`config.mk`:
```
export PLATFORM = sky130hd
export DESIGN_NAME = mem_bus_controller
export DESIGN_NICKNAME = d
export VERILOG_FILES = /design/src/rtl/mem_bus_controller.sv
export SDC_FILE = /design/constraint.sdc
export NUM_CORES = 1
export LEC_CHECK = 0
export CORE_ASPECT_RATIO = 0.7
export CORE_UTILIZATION = 35
export DETAILED_ROUTE_END_ITERATION = 8
export MAX_ROUTING_LAYER = met4
export PLACE_DENSITY = 0.81
export SYNTH_ARGS = -nofsm -noshare
export SYNTH_HDL_FRONTEND = slang
export SYNTH_SLANG_ARGS = --single-unit
```
`constraint.sdc`:
```
create_clock -name clk -period 3.93 [get_ports clk]
set_input_delay 0.5895 -clock clk [delete_from_list [all_inputs] [get_ports clk]]
set_output_delay 0.5895 -clock clk [all_outputs]
set_load 0.01 [all_outputs]
```
`src/rtl/mem_bus_controller.sv`:
```
// Sequential CPU-to-slave bus controller: registers a decoded request, strobes one slave,
// waits for its ack or a timeout, and returns a single-cycle ready/error response.
module mem_bus_controller #(
    parameter int unsigned TIMEOUT        = 16,
    parameter bit          FLASH_WRITABLE = 1'b0
) (
    input  logic          clk,
    input  logic          rst,
    input  logic          req,
    input  logic          we,
    input  logic [31:0]   addr,
    input  logic [31:0]   wdata,
    input  logic [3:0]    be,
    input  logic          bram_select,
    input  logic          sram_select,
    input  logic          flash_select,
    input  logic          peripheral_select,
    output logic          ready,
    output logic [31:0]   rdata,
    output logic          error,
    output logic [31:0]   s_addr,
    output logic [31:0]   s_wdata,
    output logic [3:0]    s_be,
    output logic          s_we,
    output logic [3:0]    s_stb,
    input  logic [3:0]    s_ack,
    input  logic [127:0]  s_rdata
);

    typedef enum logic [1:0] {IDLE, ACCESS, RESP} state_t;

    state_t       state_q;
    logic [7:0]   cnt_q;
    logic         ready_q;
    logic         error_q;
    logic [31:0]  rdata_q;
    logic [3:0]   stb_q;
    logic [31:0]  addr_q;
    logic [31:0]  wdata_q;
    logic [3:0]   be_q;
    logic         we_q;

    logic [3:0]   sel_pri;
    logic         ack_hit;
    logic         illegal;
    logic [31:0]  slave_rd;

    // Lowest-numbered region wins when the decoder raises more than one select.
    always_comb begin
        sel_pri = '0;
        if (bram_select)            sel_pri = 4'b0001;
        else if (sram_select)       sel_pri = 4'b0010;
        else if (flash_select)      sel_pri = 4'b0100;
        else if (peripheral_select) sel_pri = 4'b1000;
    end

    always_comb begin
        slave_rd = '0;
        for (int unsigned i = 0; i < 4; i++) begin
            if (stb_q[i]) slave_rd = s_rdata[32*i +: 32];
        end
    end

    assign ack_hit = |(s_ack & stb_q);
    assign illegal = (sel_pri == 4'b0000) || (sel_pri[2] && we && !FLASH_WRITABLE);

    always_ff @(posedge clk or posedge rst) begin
        if (rst) begin
            state_q <= IDLE;
            cnt_q   <= '0;
            ready_q <= 1'b0;
            error_q <= 1'b0;
            rdata_q <= '0;
            stb_q   <= '0;
            addr_q  <= '0;
            wdata_q <= '0;
            be_q    <= '0;
            we_q    <= 1'b0;
        end else begin
            ready_q <= 1'b0;
            error_q <= 1'b0;
            rdata_q <= '0;
            case (state_q)
                IDLE: begin
                    if (req) begin
                        addr_q  <= addr;
                        wdata_q <= wdata;
                        be_q    <= be;
                        we_q    <= we;
                        if (illegal) begin
                            ready_q <= 1'b1;
                            error_q <= 1'b1;
                            state_q <= RESP;
                        end else begin
                            stb_q   <= sel_pri;
                            cnt_q   <= '0;
                            state_q <= ACCESS;
                        end
                    end
                end
                ACCESS: begin
                    // Ack is tested first so it beats a timeout firing in the same cycle.
                    if (ack_hit) begin
                        stb_q   <= '0;
                        ready_q <= 1'b1;
                        rdata_q <= we_q ? 32'h0 : slave_rd;
                        state_q <= RESP;
                    end else if (cnt_q == 8'(TIMEOUT - 1)) begin
                        stb_q   <= '0;
                        ready_q <= 1'b1;
                        error_q <= 1'b1;
                        state_q <= RESP;
                    end else begin
                        cnt_q <= cnt_q + 8'd1;
                    end
                end
                RESP:    state_q <= IDLE;
                default: state_q <= IDLE;
            endcase
        end
    end

    assign ready   = ready_q;
    assign error   = error_q;
    assign rdata   = rdata_q;
    assign s_stb   = stb_q;
    assign s_addr  = addr_q;
    assign s_wdata = wdata_q;
    assign s_be    = be_q;
    assign s_we    = we_q;

endmodule

```
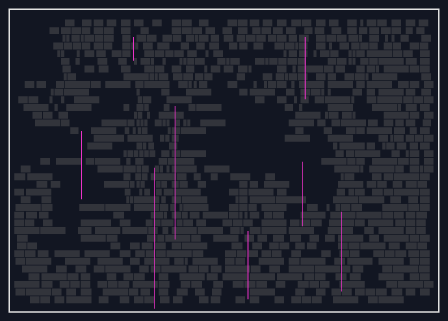
Fig. 1. The metal 4 layer (run 1).
Cells faint in the background.
main direction = vertical
share of all routed wire = 1.3%
wire length on this layer = 224 um
longest straight run = 49.6 um
final wirelength: 17.89 mm
Vias: 4,983

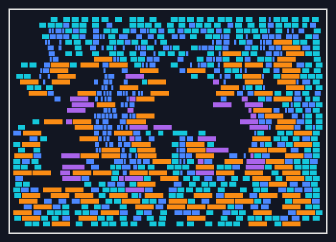
Fig. 2. Placed cells, one colour a class (run 1).
remaining buffers and delay cells -> cyan  # cells 322, share of their area 35%
clock drivers and dummy loads -> purple  # cells 32, share of their area 6.8%
sequential cells -> orange  # cells 117, share of their area 32%
remaining logic cells -> blue  # cells 313, share of their area 26%
flop share of the area: 31.31%
core area: 14,950 sq um
fin area: 9359 sq um
fin util: 62.59%
Std-Cell Rows: 37

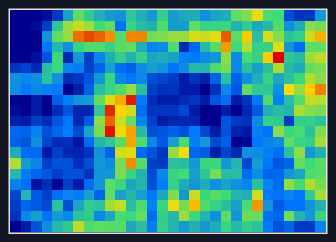
Fig. 3. Wiring heat map (run 1).
30 x 21 tiles, from dark blue (low) to red (high), scaled to the fullest tile. Values are wire area over tile area, all layers added.
densest ninth of the die = north-east
emptiest ninth of the die = west
tiles over half the peak = 24%
fullest tile = 0.50
nearly empty tiles = 4.6%
mean over tiles = 0.17
per-cell routed wire length: 18.28 um
GR Util All Layers: 22.60%

==> out/results.tsv, run 1 <==
metric	value	unit
ys_warn_count	0	
hold_viol_final	0	
area_growth	71.17	%
met3_usage	4.128	%
clk_share	6.578	%
grt_pass1_wl	26.94	mm
holdBufCountCts	0	
top_area_cell	dfrtp_1	
cp_top_family	buffers and inverters	
globalRouteMet1Util	26.46	%
fp_util	36.57	%
n_antenna_cell	0	
worstSetupStartpointType	flop	
tightest_slew	1.184	ns
ys_chip_area	5468	sq um
dp.cells	947	
setup_viol	0	
status	complete, no violations	
edf_count	0	
final_common_cell	clkdlybuf4s50_1	
internal-power	4.435	mW
nNonClkBuffers	322	
nNetsFinal	980	
slew_headroom	20.69	%
pg_seq	1.94	mW
synthArstFlopShare	100.0	%
crit_end	s_stb[2]	
ff_count	117	
worst-path-stages	2	
switchingPower	2.219	mW
top_logic_kind	AND-OR/OR-AND gates	
place_ws	1.264	ns
path_clk_slew	0.05	ns
synthCells	468	
cp.arrival	2.01	ns
ff2ff_setup_slack	1.55	ns
==> run 2: changes to the inputs <==
- CORE_UTILIZATION: 35 -> 38
- PLACE_DENSITY: 0.81 -> 0.83
- clock period: 3.93 -> 2.7 ns (I/O delays scaled with it)
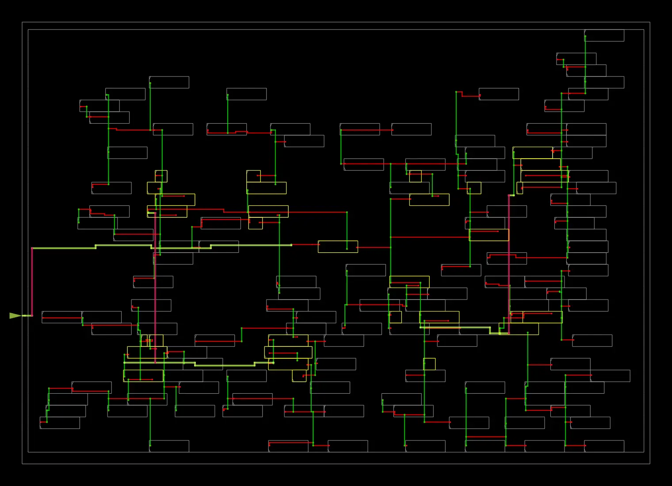
Fig. 4. Clock routing (run 2).
Clock Sinks: 117
registers: 117
Num CTS Buffers: 17
clock buffer count: 19
power in the clock group: 2.18 mW

==> out/results.tsv, run 2 <==
metric	value	unit
rows	36	
area_growth	71.58	%
grt_usage	23.74	%
place_ws	0.4377	ns
pg_seq	2.83	mW
core_area	13960	sq um
synthArstFlopShare	100.0	%
final_util	67.19	%
worstSetupStartpointType	flop	
dp.cells	945	
slew_headroom	36.61	%
path_clk_slew	0.05	ns
worst-path-stages	2	
tightest_slew	0.9489	ns
top_logic_kind	AND-OR/OR-AND gates	
synthCells	468	
setup_viol	0	
final_common_cell	clkdlybuf4s50_1	
ff2ff_setup_slack	0.81	ns
detail_route.wl_per_cell	17.66	um
n_antenna_cell	0	
holdBufCountCts	0	
status	complete, no violations	
design_area	9382	sq um
globalRouteMet1Util	28.25	%
edf_count	0	
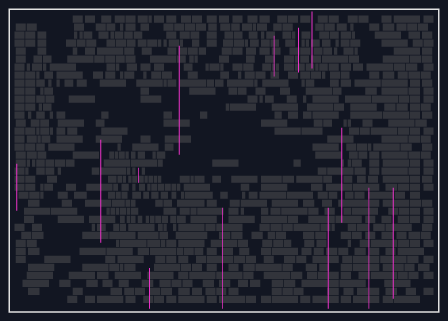
Fig. 5. The metal 4 layer (run 2).
Cells faint in the background.
nets with wire on the layer = 12
main direction = vertical
longest straight run = 40.8 um
share of all routed wire = 1.9%
wire length on this layer = 331 um
final wirelength: 17.26 mm
Vias: 4,956

No activity file was given, so power comes from the tool's default toggle rates.
